[src/rtl/mem_arbiter_if.sv]
// Client and Memory signal bundle for mem_arbiter.
// slave is the arbiter's view; master is the clients'/Memory's view.
interface mem_arbiter_if #(
  parameter int WIDTH     = 8,
  parameter int DinLENGTH = 32
);
  logic                 Req0, Req1;
  logic                 Rw0, Rw1;
  logic [WIDTH-1:0]     Addr0, Addr1;
  logic [DinLENGTH-1:0] Wdata0, Wdata1;
  logic                 Ack0, Ack1;
  logic [DinLENGTH-1:0] Rdata;
  logic                 Busy;
  logic                 Mem_Valid;
  logic                 Mem_R_W;
  logic [WIDTH-1:0]     Mem_Addr;
  logic [DinLENGTH-1:0] Mem_Din;
  logic [DinLENGTH-1:0] Mem_Dout;

  modport slave (
    input  Req0, Req1, Rw0, Rw1, Addr0, Addr1, Wdata0, Wdata1, Mem_Dout,
    output Ack0, Ack1, Rdata, Busy, Mem_Valid, Mem_R_W, Mem_Addr, Mem_Din
  );

  modport master (
    output Req0, Req1, Rw0, Rw1, Addr0, Addr1, Wdata0, Wdata1, Mem_Dout,
    input  Ack0, Ack1, Rdata, Busy, Mem_Valid, Mem_R_W, Mem_Addr, Mem_Din
  );
endinterface

[src/rtl/mem_arbiter.sv]
// Two-client arbiter/sequencer for the single-port Memory: IDLE -> ISSUE -> (WAIT) -> DONE.
// Define MEM_ARB_FIXED_PRIO_EN for fixed priority (port 0 wins ties); default is round-robin.
module mem_arbiter #(
  parameter int WIDTH     = 8,
  parameter int DinLENGTH = 32
) (
  input  logic         Clk,
  input  logic         Reset,
  mem_arbiter_if.slave bus
);
  typedef enum logic [1:0] {IDLE, ISSUE, WAIT, DONE} state_t;

  state_t               state_reg, state_next;
  logic                 cmd_port_reg, cmd_port_next;
  logic                 cmd_rw_reg, cmd_rw_next;
  logic [WIDTH-1:0]     cmd_addr_reg, cmd_addr_next;
  logic [DinLENGTH-1:0] cmd_din_reg, cmd_din_next;
  logic                 valid_reg, valid_next;
  logic                 ack0_reg, ack0_next;
  logic                 ack1_reg, ack1_next;
  logic [DinLENGTH-1:0] rdata_reg, rdata_next;
  logic                 grant_port;
`ifndef MEM_ARB_FIXED_PRIO_EN
  logic                 ptr_reg, ptr_next;
`endif

  always_comb begin
`ifdef MEM_ARB_FIXED_PRIO_EN
    grant_port = ~bus.Req0;
`else
    grant_port = (bus.Req0 && bus.Req1) ? ptr_reg : bus.Req1;
`endif
  end

  // The command register doubles as the Memory output register, so Mem_* holds between accesses.
  always_comb begin
    state_next    = state_reg;
    cmd_port_next = cmd_port_reg;
    cmd_rw_next   = cmd_rw_reg;
    cmd_addr_next = cmd_addr_reg;
    cmd_din_next  = cmd_din_reg;
    valid_next    = 1'b0;
    ack0_next     = 1'b0;
    ack1_next     = 1'b0;
    rdata_next    = rdata_reg;
`ifndef MEM_ARB_FIXED_PRIO_EN
    ptr_next      = ptr_reg;
`endif
    case (state_reg)
      IDLE: begin
        if (bus.Req0 || bus.Req1) begin
          cmd_port_next = grant_port;
          cmd_rw_next   = grant_port ? bus.Rw1    : bus.Rw0;
          cmd_addr_next = grant_port ? bus.Addr1  : bus.Addr0;
          cmd_din_next  = grant_port ? bus.Wdata1 : bus.Wdata0;
          valid_next    = 1'b1;
          state_next    = ISSUE;
        end
      end
      ISSUE: begin
        if (cmd_rw_reg) begin
          ack0_next  = ~cmd_port_reg;
          ack1_next  = cmd_port_reg;
          state_next = DONE;
        end else begin
          state_next = WAIT;
        end
      end
      WAIT: begin
        // Memory's registered Dout is only driven in this cycle.
        rdata_next = bus.Mem_Dout;
        ack0_next  = ~cmd_port_reg;
        ack1_next  = cmd_port_reg;
        state_next = DONE;
      end
      DONE: begin
`ifndef MEM_ARB_FIXED_PRIO_EN
        ptr_next   = ~cmd_port_reg;
`endif
        state_next = IDLE;
      end
      default: state_next = IDLE;
    endcase
  end

  always_ff @(posedge Clk) begin
    if (Reset) begin
      state_reg    <= IDLE;
      cmd_port_reg <= 1'b0;
      cmd_rw_reg   <= 1'b0;
      cmd_addr_reg <= '0;
      cmd_din_reg  <= '0;
      valid_reg    <= 1'b0;
      ack0_reg     <= 1'b0;
      ack1_reg     <= 1'b0;
      rdata_reg    <= '0;
`ifndef MEM_ARB_FIXED_PRIO_EN
      ptr_reg      <= 1'b0;
`endif
    end else begin
      state_reg    <= state_next;
      cmd_port_reg <= cmd_port_next;
      cmd_rw_reg   <= cmd_rw_next;
      cmd_addr_reg <= cmd_addr_next;
      cmd_din_reg  <= cmd_din_next;
      valid_reg    <= valid_next;
      ack0_reg     <= ack0_next;
      ack1_reg     <= ack1_next;
      rdata_reg    <= rdata_next;
`ifndef MEM_ARB_FIXED_PRIO_EN
      ptr_reg      <= ptr_next;
`endif
    end
  end

  assign bus.Ack0      = ack0_reg;
  assign bus.Ack1      = ack1_reg;
  assign bus.Rdata     = rdata_reg;
  assign bus.Busy      = (state_reg != IDLE);
  assign bus.Mem_Valid = valid_reg;
  assign bus.Mem_R_W   = cmd_rw_reg;
  assign bus.Mem_Addr  = cmd_addr_reg;
  assign bus.Mem_Din   = cmd_din_reg;
endmodule
[src/flat_wrapper.sv]
// flat-port wrapper written by rule: the top's interface ports become plain ports
module mem_arbiter_flat 
#(
  parameter int WIDTH     = 8,
  parameter int DinLENGTH = 32
)
  (Clk, Reset, bus_Req0, bus_Req1, bus_Rw0, bus_Rw1, bus_Addr0, bus_Addr1, bus_Wdata0, bus_Wdata1, bus_Mem_Dout, bus_Ack0, bus_Ack1, bus_Rdata, bus_Busy, bus_Mem_Valid, bus_Mem_R_W, bus_Mem_Addr, bus_Mem_Din);
  mem_arbiter_if #(.WIDTH(WIDTH), .DinLENGTH(DinLENGTH)) bus_i ();
  input  logic Clk;
  input  logic Reset;
  input wire logic [$bits(bus_i.Req0)-1:0] bus_Req0;
  input wire logic [$bits(bus_i.Req1)-1:0] bus_Req1;
  input wire logic [$bits(bus_i.Rw0)-1:0] bus_Rw0;
  input wire logic [$bits(bus_i.Rw1)-1:0] bus_Rw1;
  input wire logic [$bits(bus_i.Addr0)-1:0] bus_Addr0;
  input wire logic [$bits(bus_i.Addr1)-1:0] bus_Addr1;
  input wire logic [$bits(bus_i.Wdata0)-1:0] bus_Wdata0;
  input wire logic [$bits(bus_i.Wdata1)-1:0] bus_Wdata1;
  input wire logic [$bits(bus_i.Mem_Dout)-1:0] bus_Mem_Dout;
  output wire logic [$bits(bus_i.Ack0)-1:0] bus_Ack0;
  output wire logic [$bits(bus_i.Ack1)-1:0] bus_Ack1;
  output wire logic [$bits(bus_i.Rdata)-1:0] bus_Rdata;
  output wire logic [$bits(bus_i.Busy)-1:0] bus_Busy;
  output wire logic [$bits(bus_i.Mem_Valid)-1:0] bus_Mem_Valid;
  output wire logic [$bits(bus_i.Mem_R_W)-1:0] bus_Mem_R_W;
  output wire logic [$bits(bus_i.Mem_Addr)-1:0] bus_Mem_Addr;
  output wire logic [$bits(bus_i.Mem_Din)-1:0] bus_Mem_Din;
  assign bus_i.Req0 = bus_Req0;
  assign bus_i.Req1 = bus_Req1;
  assign bus_i.Rw0 = bus_Rw0;
  assign bus_i.Rw1 = bus_Rw1;
  assign bus_i.Addr0 = bus_Addr0;
  assign bus_i.Addr1 = bus_Addr1;
  assign bus_i.Wdata0 = bus_Wdata0;
  assign bus_i.Wdata1 = bus_Wdata1;
  assign bus_i.Mem_Dout = bus_Mem_Dout;
  assign bus_Ack0 = bus_i.Ack0;
  assign bus_Ack1 = bus_i.Ack1;
  assign bus_Rdata = bus_i.Rdata;
  assign bus_Busy = bus_i.Busy;
  assign bus_Mem_Valid = bus_i.Mem_Valid;
  assign bus_Mem_R_W = bus_i.Mem_R_W;
  assign bus_Mem_Addr = bus_i.Mem_Addr;
  assign bus_Mem_Din = bus_i.Mem_Din;
  mem_arbiter #(.WIDTH(WIDTH), .DinLENGTH(DinLENGTH)) u_core (.Clk(Clk), .Reset(Reset), .bus(bus_i));
endmodule
[config.mk]
export PLATFORM = sky130hd
export DESIGN_NAME = mem_arbiter_flat
export DESIGN_NICKNAME = d
export VERILOG_FILES = /design/src/rtl/mem_arbiter_if.sv /design/src/rtl/mem_arbiter.sv /design/src/flat_wrapper.sv
export SDC_FILE = /design/constraint.sdc
export NUM_CORES = 1
export LEC_CHECK = 0
export CORE_UTILIZATION = 43
export CTS_CLUSTER_SIZE = 24
export DETAILED_ROUTE_END_ITERATION = 8
export GPL_ROUTABILITY_DRIVEN = 0
export HOLD_SLACK_MARGIN = 0.05
export MAX_ROUTING_LAYER = met4
export PLACE_DENSITY = 0.87
export SLEW_MARGIN = 30
export SYNTH_ARGS = -nofsm -noshare
export SYNTH_HDL_FRONTEND = slang
export SYNTH_SLANG_ARGS = --single-unit
[constraint.sdc]
create_clock -name Clk -period 2.1 [get_ports Clk]
set_input_delay 0.21 -clock Clk [delete_from_list [all_inputs] [get_ports Clk]]
set_output_delay 0.21 -clock Clk [all_outputs]
set_load 0.05 [all_outputs]
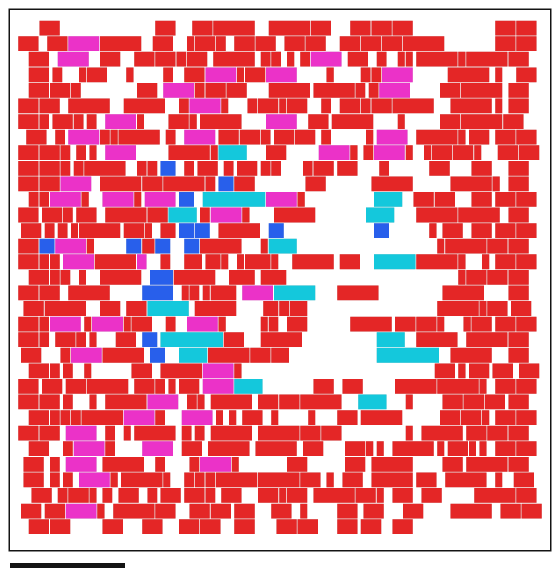
drive_strength.png
The bar under the picture is 20 um long.
legend:
  magenta:
    size: drive 2
    cells: 43
  cyan:
    size: drive 6 and up
    cells: 15
  blue:
    size: drive 3 to 4
    cells: 15
  red:
    size: drive 1 or less
    cells: 484
Final Cell Area: 5860 um^2
nonclk buf count: 206

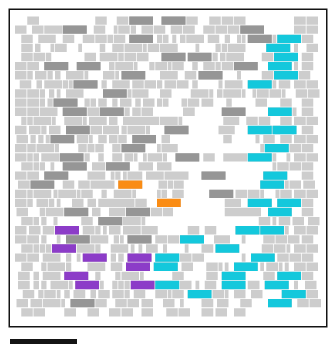
registers.png
The bar under the picture is 20 um long.
legend:
  cyan:
    netlist_name: u_core.bus.Rdata
    sequential_cells: 32
  orange:
    netlist_name: u_core.state_reg
    sequential_cells: 2
  purple:
    netlist_name: u_core.bus.Mem_Addr
    sequential_cells: 8
    where: bottom left
sequential cell area share: 27.3%
post-layout util: 71.3%
total sequential power: 2260 uW
Seq. cell area: 1600 um^2

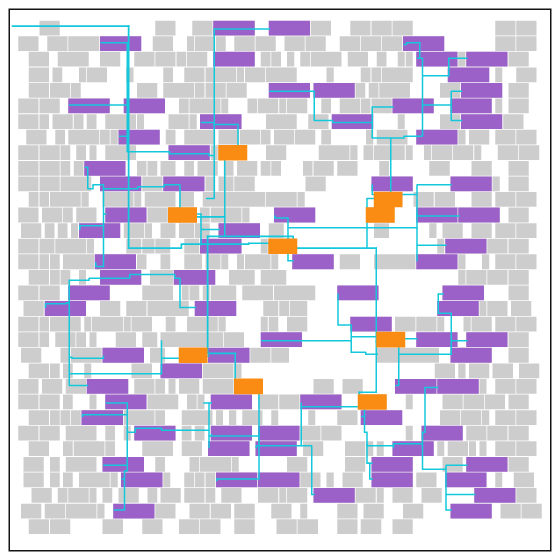
clock_map.png
legend:
  purple:
    item: flip-flops
    count: 80
  orange:
    item: cells driving clock nets
    count: 9
  cyan:
    item: clock wires
    length: 929 um
routed clock nets: 10
power of the clock network: 1320 uW
final worst clock skew: 0.00838 ns

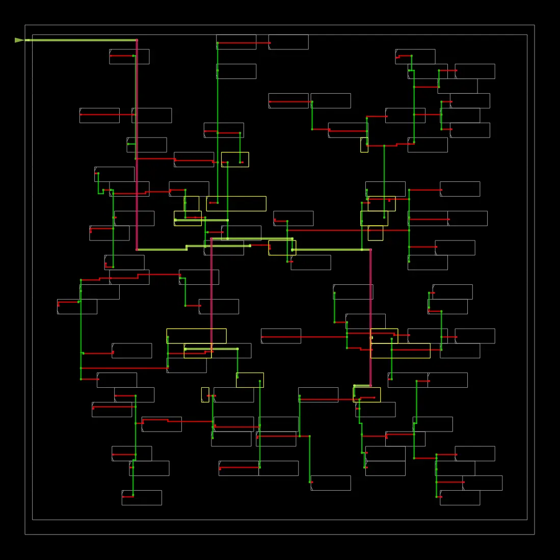
final_clocks.png
CTS buffer count: 9
clock sinks: 80
number of clock buffers in the layout: 11
Clock Latency Late Sink: 0.33 ns
flop count: 80

==> impl_metrics.ini <==
; implementation run metrics
[drt]
drt-total-wl_um = 10200
drt-wirelength-per-cell_um = 15.4
firstDrtPassIters = 4
num_vias = 3522

[yosys]
syn_avg_cell_area_um2 = 9.76
fp_nets = 498
seq_area_frac_synth_pct = 43.7
synthArstFlopShare_pct = 0
synth-edff-count = 0
postSynthCellCount = 375

[floorplan]
core_um2 = 8220
ioPinCount = 195
die_w_um = 94.3

[grt]
first_global_vias = 3453
grt_max_degree = 53
grt_pass1_wl_um = 15900

[critical_path]
crit_slowest_cell = clkdlybuf4s50_1
cp_top_family = buffers and inverters
crit_cells = 1
path_class = reg2out
slowest_delay_ns = 0.84

[timing]
period_needed_ns = 1.76
final_max_slew_viol_count = 0
tightest_slew_ns = 0.570
rsz0062_at_grt = false
slew_headroom_pct = 62.0

[worst_hold_path]
min_path_type = in2reg
whs_path_depth = 2

[job]
drv_cap = 0
warning_count = 30

[layout]
area_growth_pct = 60.1
diodes = 0

[clock_network]
cts_tree = built
cts_hold_buffers = 0
post-cts-setup-buffers = 0
clkTransAtPathRegs_ns = 0.08
cts_resized = 0

[placement]
dp_hpwl_um = 7410
io_buffer_count = 194

[run_status]
status = finished clean
## placed cells by master (no fill, tap or decap), types with 2 or more instances in the layout
| cell type | n |
|---|---|
| buf_4 | 11 |
| nor2_1 | 77 |
| clkdlybuf4s50_1 | 191 |
| nand3_1 | 41 |
| bufinv_16 | 3 |
| clkbuf_8 | 9 |
| a311oi_2 | 41 |
| dfxtp_1 | 80 |
| o21ai_0 | 42 |
| ha_1 | 4 |
| inv_1 | 4 |
| a211oi_1 | 2 |
| mux2i_1 | 33 |
| clkbuf_1 | 2 |
| clkinvlp_4 | 2 |
| buf_12 | 3 |
## stage by stage
stage	util, %	std cells	hold slack (ns)	worst slack, ns
4_1_cts	71.3	662	0.330	0.305
6_report	71.3	662	0.347	0.340
3_5_place_dp	68.4	646	0.486	0.348
5_1_grt	71.3	662	0.342	0.239
2_1_floorplan	-	375	0.357	0.702
3_3_place_gp	68.4	646	0.473	0.414
## power breakdown
part	total [uW]	switching [uW]	internal (uW)
registers	2260	269	1990
logic	4650	2920	1730
clock network	1320	532	791
total	8230	3720	4510
## synthesized netlist by cell type, drive strengths merged, types with 2 or more instances
cell,n,area (um^2)
a211oi,2,15.0
a311oi,41,616
buf,25,176
clkbuf,15,61.3
dfxtp,80,1600
ha,5,62.6
inv,4,15.0
mux2i,33,330
nand3,41,205
nor2,77,289
o21ai,43,215
## per-layer routing
layer	up-vias	part of all wire (%)
li1	1703	-
met1	1614	41
met2	178	48
met3	27	8.0
met4	0	3.0
met5	-	0
## worst register-to-register path, stage by stage (launching register included)
cell	delay, ns
dfxtp_1	0.34
inv_1	0.15
ha_1	0.28
o21a_4	0.18
buf_4	0.34
nor2_1	0.11
a311oi_2	0.25
## logic make-up after synthesis
kind of cell	after synthesis	synth area share (%)
compound gates	90	23.9
fa+ha+maj	5	1.71
buf+inv	44	6.90
flops	80	43.7
mux	33	9.02
simple gates	123	14.7
## area by class of cell
cell class                 instances  area (um^2)
tap                              105          131
sequential                        80         1600
clock buffer                      11          131
fill                             628         2360
timing repair buffer             206         2060
inverter                           4         15.0
multi-input combinational        251         1820
clock inverter                     5          105
## final timing paths
check                       start                      to  slack (ns)
max            u_core.bus.Mem_R_W             bus_Mem_R_W        0.34
min                         Reset     u_core.state_reg[1]        0.35
max reg2reg   u_core.state_reg[0]  u_core.bus.Mem_Addr[4]        0.37
min reg2reg  u_core.bus.Rdata[13]    u_core.bus.Rdata[13]        0.50
Power and IR drop assume default switching activity.
